**Signal wires on met1**

Bar = 20 um. Supply wires on this layer in grey.
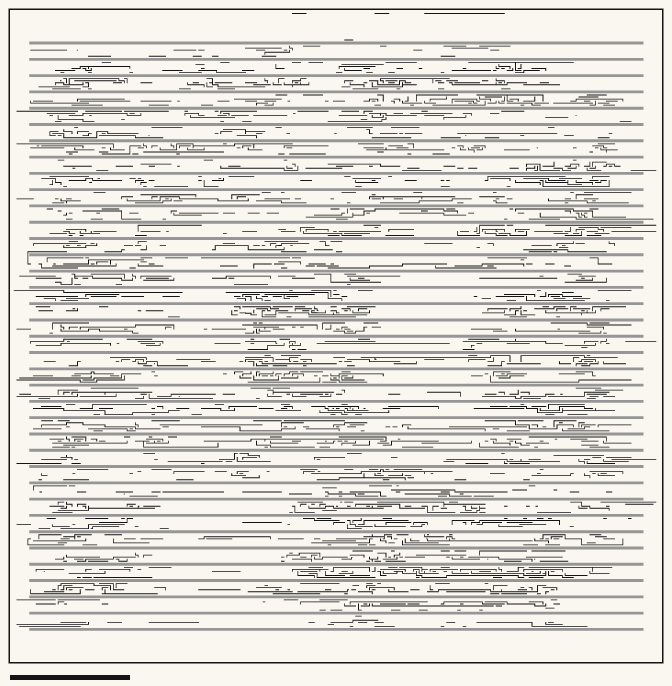
**The metal 2 layer**

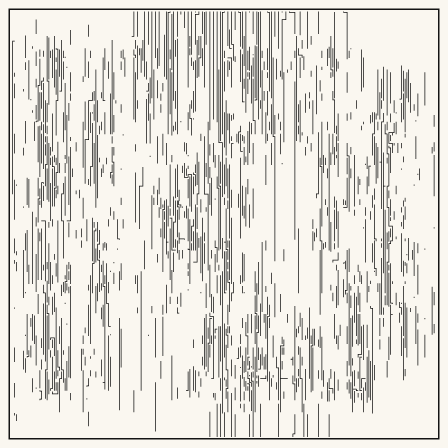
**Signal wires on met3**

Bar = 20 um. Cells faint in the background.
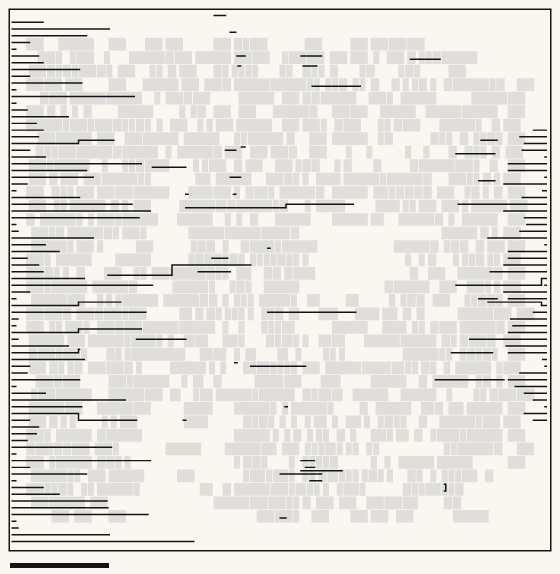
**The metal 4 layer**

Supply wires on this layer in grey.
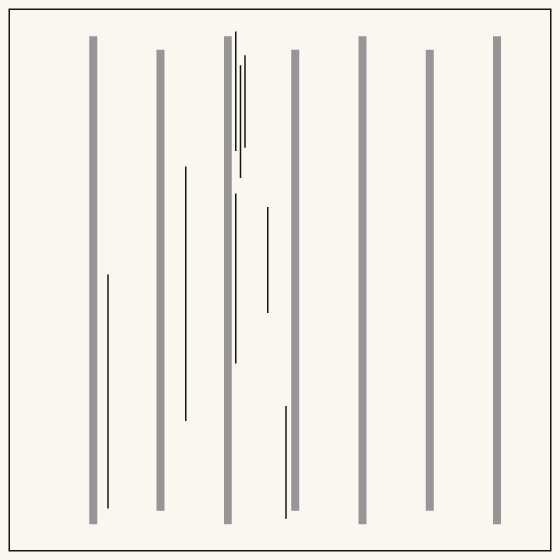
**Clock routing**

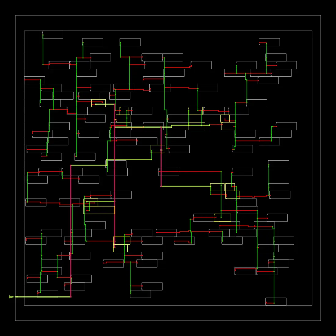
===== src/rtl/apb_rambus_bridge_if.sv =====
// APB3 slave-port and RamBus signal bundle for apb_rambus_bridge.
// slave  : the bridge's view (APB in, RamBus out).
// master : the surrounding fabric's view (APB master plus DMMainPorts).
interface apb_rambus_bridge_if #(
    parameter int ADDR_W = 14,
    parameter int DATA_W = 32
);
    logic              PSEL;
    logic              PENABLE;
    logic              PWRITE;
    logic [ADDR_W-1:0] PADDR;
    logic [DATA_W-1:0] PWDATA;
    logic [DATA_W-1:0] PRDATA;
    logic              PREADY;
    logic              PSLVERR;
    logic [ADDR_W-1:0] RamBusAddress;
    logic [DATA_W-1:0] RamBusDataIn;
    logic              RamBusnCs;
    logic              RamBusWrnRd;
    logic              RamBusLatch;
    logic [DATA_W-1:0] RamBusDataOut;
    logic              RamBusAck;

    modport slave (
        input  PSEL, PENABLE, PWRITE, PADDR, PWDATA, RamBusDataOut, RamBusAck,
        output PRDATA, PREADY, PSLVERR,
        output RamBusAddress, RamBusDataIn, RamBusnCs, RamBusWrnRd, RamBusLatch
    );

    modport master (
        output PSEL, PENABLE, PWRITE, PADDR, PWDATA, RamBusDataOut, RamBusAck,
        input  PRDATA, PREADY, PSLVERR,
        input  RamBusAddress, RamBusDataIn, RamBusnCs, RamBusWrnRd, RamBusLatch
    );
endinterface


===== src/rtl/apb_rambus_bridge.sv =====
// APB3 slave to RamBus bridge for DMMainPorts.
// Each APB transfer becomes one RamBus cycle (Latch strobe, nCs low until Ack).
// Out-of-range addresses and missing Acks complete the APB transfer with
// PSLVERR so the CPU never stalls; errored transfers are counted in ErrCount.
module apb_rambus_bridge #(
    parameter int                ADDR_W         = 14,
    parameter int                DATA_W         = 32,
    parameter logic [ADDR_W-1:0] ADDR_LIMIT     = 14'h3000,
    parameter int                TIMEOUT_CYCLES = 256,
    parameter logic [DATA_W-1:0] ERR_DATA       = 32'hDEADBEEF
) (
    input  logic                 clk,
    input  logic                 rst,
    apb_rambus_bridge_if.slave   bus,
    output logic [15:0]          ErrCount
);

    localparam int                 TIMER_W   = (TIMEOUT_CYCLES > 2) ? $clog2(TIMEOUT_CYCLES) : 1;
    localparam logic [TIMER_W-1:0] TIMER_MAX = TIMER_W'(TIMEOUT_CYCLES - 1);

    typedef enum logic [1:0] {
        IDLE   = 2'd0,
        STROBE = 2'd1,
        WAIT   = 2'd2,
        DONE   = 2'd3
    } state_t;

    state_t              r_state;
    logic [TIMER_W-1:0]  r_timer;
    logic [ADDR_W-1:0]   r_addr;
    logic [DATA_W-1:0]   r_wdata;
    logic                r_write;
    logic [DATA_W-1:0]   r_prdata;
    logic                r_pready;
    logic                r_pslverr;
    logic                r_ncs;
    logic                r_latch;
    logic [15:0]         r_errcnt;

    logic                w_in_range;
    logic                w_finish;
    logic                w_fin_err;
    logic                w_fin_write;
    logic [DATA_W-1:0]   w_fin_rdata;

    // Error counter holds at all-ones instead of wrapping.
    function automatic logic [15:0] sat_inc(input logic [15:0] v);
        return (v == 16'hFFFF) ? v : v + 16'd1;
    endfunction

    // Decide whether the current cycle ends the transfer, and with what status.
    // PENABLE is deliberately not looked at: a transfer starts on PSEL alone.
    always_comb begin
        w_in_range  = (bus.PADDR < ADDR_LIMIT);
        w_finish    = 1'b0;
        w_fin_err   = 1'b0;
        w_fin_write = r_write;
        case (r_state)
            IDLE: begin
                if (bus.PSEL && !w_in_range) begin
                    w_finish    = 1'b1;
                    w_fin_err   = 1'b1;
                    w_fin_write = bus.PWRITE;
                end
            end
            STROBE: begin
                if (bus.RamBusAck) begin
                    w_finish = 1'b1;
                end
            end
            WAIT: begin
                if (bus.RamBusAck) begin
                    w_finish = 1'b1;
                end else if (r_timer == TIMER_MAX) begin
                    w_finish  = 1'b1;
                    w_fin_err = 1'b1;
                end
            end
            default: begin
                w_finish = 1'b0;
            end
        endcase
        w_fin_rdata = w_fin_err ? ERR_DATA : bus.RamBusDataOut;
    end

    // Transfer FSM with registered APB and RamBus outputs.
    // Entering DONE raises PREADY, so DONE is the APB completion cycle.
    always_ff @(posedge clk) begin
        if (rst) begin
            r_state   <= IDLE;
            r_timer   <= '0;
            r_addr    <= '0;
            r_wdata   <= '0;
            r_write   <= 1'b0;
            r_prdata  <= '0;
            r_pready  <= 1'b0;
            r_pslverr <= 1'b0;
            r_ncs     <= 1'b1;
            r_latch   <= 1'b0;
            r_errcnt  <= '0;
        end else begin
            r_latch   <= 1'b0;
            r_pready  <= 1'b0;
            r_pslverr <= 1'b0;

            if (w_finish) begin
                r_state   <= DONE;
                r_ncs     <= 1'b1;
                r_pready  <= 1'b1;
                r_pslverr <= w_fin_err;
                if (!w_fin_write) begin
                    r_prdata <= w_fin_rdata;
                end
                if (w_fin_err) begin
                    r_errcnt <= sat_inc(r_errcnt);
                end
            end

            case (r_state)
                IDLE: begin
                    if (bus.PSEL) begin
                        r_addr  <= bus.PADDR;
                        r_wdata <= bus.PWDATA;
                        r_write <= bus.PWRITE;
                        r_timer <= '0;
                        if (w_in_range) begin
                            r_ncs   <= 1'b0;
                            r_latch <= 1'b1;
                            r_state <= STROBE;
                        end
                    end
                end
                STROBE: begin
                    if (!bus.RamBusAck) begin
                        r_state <= WAIT;
                    end
                end
                WAIT: begin
                    if (!w_finish) begin
                        r_timer <= r_timer + 1'b1;
                    end
                end
                DONE: begin
                    r_state <= IDLE;
                end
                default: begin
                    r_state <= IDLE;
                end
            endcase
        end
    end

    assign bus.PRDATA        = r_prdata;
    assign bus.PREADY        = r_pready;
    assign bus.PSLVERR       = r_pslverr;
    assign bus.RamBusAddress = r_addr;
    assign bus.RamBusDataIn  = r_wdata;
    assign bus.RamBusnCs     = r_ncs;
    assign bus.RamBusWrnRd   = r_write;
    assign bus.RamBusLatch   = r_latch;
    assign ErrCount          = r_errcnt;

endmodule


===== src/flat_wrapper.sv =====
// flat-port wrapper written by rule: the top's interface ports become plain ports
module apb_rambus_bridge_flat 
#(
    parameter int                ADDR_W         = 14,
    parameter int                DATA_W         = 32,
    parameter logic [ADDR_W-1:0] ADDR_LIMIT     = 14'h3000,
    parameter int                TIMEOUT_CYCLES = 256,
    parameter logic [DATA_W-1:0] ERR_DATA       = 32'hDEADBEEF
)
  (clk, rst, ErrCount, bus_PSEL, bus_PENABLE, bus_PWRITE, bus_PADDR, bus_PWDATA, bus_RamBusDataOut, bus_RamBusAck, bus_PRDATA, bus_PREADY, bus_PSLVERR, bus_RamBusAddress, bus_RamBusDataIn, bus_RamBusnCs, bus_RamBusWrnRd, bus_RamBusLatch);
  apb_rambus_bridge_if #(.ADDR_W(ADDR_W), .DATA_W(DATA_W)) bus_i ();
  input  logic clk;
  input  logic rst;
  output logic [15:0] ErrCount;
  input wire logic [$bits(bus_i.PSEL)-1:0] bus_PSEL;
  input wire logic [$bits(bus_i.PENABLE)-1:0] bus_PENABLE;
  input wire logic [$bits(bus_i.PWRITE)-1:0] bus_PWRITE;
  input wire logic [$bits(bus_i.PADDR)-1:0] bus_PADDR;
  input wire logic [$bits(bus_i.PWDATA)-1:0] bus_PWDATA;
  input wire logic [$bits(bus_i.RamBusDataOut)-1:0] bus_RamBusDataOut;
  input wire logic [$bits(bus_i.RamBusAck)-1:0] bus_RamBusAck;
  output wire logic [$bits(bus_i.PRDATA)-1:0] bus_PRDATA;
  output wire logic [$bits(bus_i.PREADY)-1:0] bus_PREADY;
  output wire logic [$bits(bus_i.PSLVERR)-1:0] bus_PSLVERR;
  output wire logic [$bits(bus_i.RamBusAddress)-1:0] bus_RamBusAddress;
  output wire logic [$bits(bus_i.RamBusDataIn)-1:0] bus_RamBusDataIn;
  output wire logic [$bits(bus_i.RamBusnCs)-1:0] bus_RamBusnCs;
  output wire logic [$bits(bus_i.RamBusWrnRd)-1:0] bus_RamBusWrnRd;
  output wire logic [$bits(bus_i.RamBusLatch)-1:0] bus_RamBusLatch;
  assign bus_i.PSEL = bus_PSEL;
  assign bus_i.PENABLE = bus_PENABLE;
  assign bus_i.PWRITE = bus_PWRITE;
  assign bus_i.PADDR = bus_PADDR;
  assign bus_i.PWDATA = bus_PWDATA;
  assign bus_i.RamBusDataOut = bus_RamBusDataOut;
  assign bus_i.RamBusAck = bus_RamBusAck;
  assign bus_PRDATA = bus_i.PRDATA;
  assign bus_PREADY = bus_i.PREADY;
  assign bus_PSLVERR = bus_i.PSLVERR;
  assign bus_RamBusAddress = bus_i.RamBusAddress;
  assign bus_RamBusDataIn = bus_i.RamBusDataIn;
  assign bus_RamBusnCs = bus_i.RamBusnCs;
  assign bus_RamBusWrnRd = bus_i.RamBusWrnRd;
  assign bus_RamBusLatch = bus_i.RamBusLatch;
  apb_rambus_bridge #(.ADDR_W(ADDR_W), .DATA_W(DATA_W), .ADDR_LIMIT(ADDR_LIMIT), .TIMEOUT_CYCLES(TIMEOUT_CYCLES), .ERR_DATA(ERR_DATA)) u_core (.clk(clk), .rst(rst), .bus(bus_i), .ErrCount(ErrCount));
endmodule

===== config.mk =====
export PLATFORM = sky130hd
export DESIGN_NAME = apb_rambus_bridge_flat
export DESIGN_NICKNAME = d
export VERILOG_FILES = /design/src/rtl/apb_rambus_bridge_if.sv /design/src/rtl/apb_rambus_bridge.sv /design/src/flat_wrapper.sv
export SDC_FILE = /design/constraint.sdc
export NUM_CORES = 1
export LEC_CHECK = 0
export ABC_AREA = 1
export CAP_MARGIN = 40
export CORE_MARGIN = 3
export CORE_UTILIZATION = 44
export DETAILED_ROUTE_END_ITERATION = 7
export HOLD_SLACK_MARGIN = 0.03
export PLACE_DENSITY = 0.81
export SYNTH_ARGS = -nofsm -noshare
export SYNTH_HDL_FRONTEND = slang
export SYNTH_SLANG_ARGS = --single-unit
export TNS_END_PERCENT = 30

===== constraint.sdc =====
create_clock -name clk -period 2.25 [get_ports clk]
set_input_delay 0.675 -clock clk [delete_from_list [all_inputs] [get_ports clk]]
set_output_delay 0.675 -clock clk [all_outputs]
set_load 0.005 [all_outputs]

==> results.toml <==
# physical design summary
[synth]
ys_sh_aoi_pct = 7.52
yosysWarnings = 0
ys_sh_adder_pct = 0.537
synth-edff-count = 0
seq_area_frac_synth_pct = 46.9
ys_seq_elements = 109
ys.flop_type = "dfxtp_1"
mux_share_pct = 0
synth_cells = 659
syn_avg_cell_area_sq_um = 7.07
async_reset_ff_share_pct = 0
top_logic_kind = "simple AND/OR/NAND/NOR gates"
synth_area_sq_mm = 0.00466
synthSimpleGateAreaFrac_pct = 36.8
ys_types = 28
xor_share_pct = 2.26
yosys-stat-area_sq_mm = 0.00466
synthesis.nets = 745
ys_cells = 659

[timing]
fin_crit_ns = 2.04
clock.fmax_ghz = 0.490
setup_viol = 0
worstMarginPinSlew_ns = 0.456
drv_slew = 0
fin_crit_sh_pct = 90.7
slew_headroom_pct = 69.6
rsz0062_at_grt = "no"
fin_setup_tns_ns = 0
timing.final.hold_violations = 0

[floorplanning]
num_rows = 36
initial_core_util_pct = 46.4
die_y_um = 109
io_pins = 183
fp.dieW_um = 109
fp.coreArea_sq_mm = 0.0100
chip_area_sq_mm = 0.0119

[clock_network]
insertion_delay_ns = 0.37
holdBufCountCts = 0
cts-root-buf = "clkbuf_8"
cts_setup_buffers = 0
post_cts_resized = 0
cts_tree = "yes"
htreeDepth = 3
clk_pin_slew_ns = 0.12
clockBufferDepth = 2

[power]
p_total_mw = 4.90
p_per_area_mw_per_mm2 = 705
total_leakage_power_nw = 2.87
ir_drop_uv = 531

[setup_path]
path_buffers = 1
criticalPathCategory = "reg2out"
worst_path_max_delay_cell = "clkdlybuf4s50_1"
crit_fanout = 6
path_cells = "clkdlybuf4s50_1"
start_kind = "flip-flop"
cp_top_family = "buffers and inverters"
critPathArrivalTime_ns = 1.37
max_stage_delay_ns = 0.54
critPathRequiredTime_ns = 1.57
regToRegStartpoint = "u_core.r_timer[0]$_SDFFE_PP0P_"
endpoint_kind = "output pin"
cp-startpoint = "u_core.ErrCount[5]$_SDFFE_PP0P_"

[cells_and_area]
logic_area_sq_mm = 0.00220
post-route-util_pct = 69.3
regArea_sq_mm = 0.00218
area_growth_pct = 49.4
num_antenna_cells = 0
fill_cells = 814
drive_above_1_share_pct = 6.52
final_nets = 924

[grt]
first_global_vias = 4712
grt-ovfl-total = 0
grt_start_max_net_pins = 47
grt_pass1_wl_um = 21400
grt_usage_pct = 22.3
antenna_found_initial = 0

[drt]
drt-initial-drc-count = 441
wire_per_inst_um = 13.5
viasPerCell = 4.99
drtPass1Iterations = 5
drcViolationCount = 0
drtAntennaViolNets = 0

[job]
cap_violations = 0
warning_count = 27

[hold_path]
worstHoldStart = "u_core.bus.RamBusAddress[12]$_SDFFE_PP0P_"
hold_path_class = "reg2reg"

[place]
io_buffers = 181
dp_hpwl_um = 9910
globalplace.congestion = 0.916

[status]
outcome = "completed"
About 'signal wires on met1':
802 nets have wire on it. The layer carries 5270 um of wire. The longest straight run is 22.1 um. The layer holds 40% of the routed length. The wires run mostly horizontal.
final WL: 13200 um
grt met1 use: 25.6%
via count: 4875

About 'the metal 2 layer':
The wires run mostly vertical. The layer carries 6300 um of wire. The longest straight run is 40.1 um. The layer holds 48% of the routed length. 749 nets have wire on it.
M2 GR Usage: 37.7%

About 'signal wires on met3':
The longest straight run is 36.6 um. 146 nets have wire on it. The layer holds 10% of the routed length. The wires run mostly horizontal.
met3 usage: 9.71%

About 'the metal 4 layer':
The layer carries 240 um of wire. The longest straight run is 51.0 um. The wires run mostly vertical. 7 nets have wire on it.

About 'clock routing':
clk_skew: 0.0167 ns
total clock buffers created by CTS: 9
clk sink count: 109
Flops: 109

registers in the layout, summed over array words and instances (netlist names):
register,flops
u_core.ErrCount,16
u_core.bus.PRDATA,32
u_core.bus.RamBusnCs,1
u_core.bus.RamBusAddress,14
u_core.bus.RamBusWrnRd,1
u_core.r_state,2
u_core.bus.RamBusDataIn,32
u_core.r_timer,8
u_core.bus.PSLVERR,1
u_core.bus.PREADY,1
u_core.bus.RamBusLatch,1
power by group:
| part | switching, mW | internal (mW) |
|---|---|---|
| clock network | 0.733 | 0.555 |
| logic | 0.614 | 0.736 |
| registers | 0.121 | 2.14 |
| total | 1.47 | 3.43 |
metal layers:
layer	vias to the layer above	share of wire [%]	track usage (%)
li1	2482	-	-
met1	2190	40	25.6
met2	183	48	37.7
met3	20	10	9.71
met4	0	1.8	6.04
met5	-	0	0
final timing paths:
check / slack (ns) / cells past startpoint / end
setup / recovery: 0.21 / 1 / ErrCount[5]
hold / removal: 0.46 / 2 / u_core.bus.RamBusAddress[12]$_SDFFE_PP0P_
setup reg to reg: 0.26 / 11 / u_core.bus.PRDATA[26]$_SDFFE_PP0P_
hold reg to reg: 0.46 / 2 / u_core.bus.RamBusAddress[12]$_SDFFE_PP0P_
synthesized netlist by cell type (all sizes together), types with 2 or more instances:
master / n / area [sq um]
inv: 25 / 93.8
xnor2: 6 / 52.6
ha: 2 / 25.0
nor3: 2 / 21.3
nand3: 103 / 528
xor2: 6 / 52.6
a21oi: 56 / 280
clkbuf: 20 / 75.1
nand4: 6 / 37.5
nor2: 88 / 333
dfxtp: 109 / 2180
nand2: 204 / 786
buf: 19 / 110
o21ai: 9 / 56.3
layout make-up:
type / count / share of cell area [%]
clock inverters: 7 / 1.51
multi-input cells: 485 / 31.6
repair buffers: 207 / 29.9
clock buffers: 9 / 1.78
inverters: 26 / 1.40
well taps: 133 / 2.39
flip-flops and latches: 109 / 31.4
cell families (layout without fill, tap and decap cells):
group                    after synthesis  after routing
adder cells (fa/ha/maj)                2              2
buffers and inverters                 65            249
AND-OR/OR-AND                         67             67
flip-flops                           109            109
XOR/XNOR                              12             12
AND/OR/NAND/NOR                      404            404
metrics by stage:
stage	hold WS (ns)	std cells	setup slack, ns	area, sq um
2_1_floorplan	0.443	659	0.486	4660
3_5_place_dp	0.434	960	-0.154	6730
3_3_place_gp	0.427	960	-0.0537	6730
6_report	0.456	976	0.209	6960
5_1_grt	0.474	976	0.110	6960
4_1_cts	0.457	976	0.187	6960
placed cells by master, fill, tap and decap left out, drive strengths merged:
master,instances
xor2,6
clkdlybuf4s50,181
nand3,103
o22ai,1
ha,2
nand2,204
clkbuf,9
clkinv,4
nand4,6
o21bai,1
nor2,88
or2,1
nor3,2
dfxtp,109
xnor2,6
a21oi,56
bufinv,1
o21ai,9
inv,28
buf,26
No activity file was given, so power comes from the tool's default toggle rates.
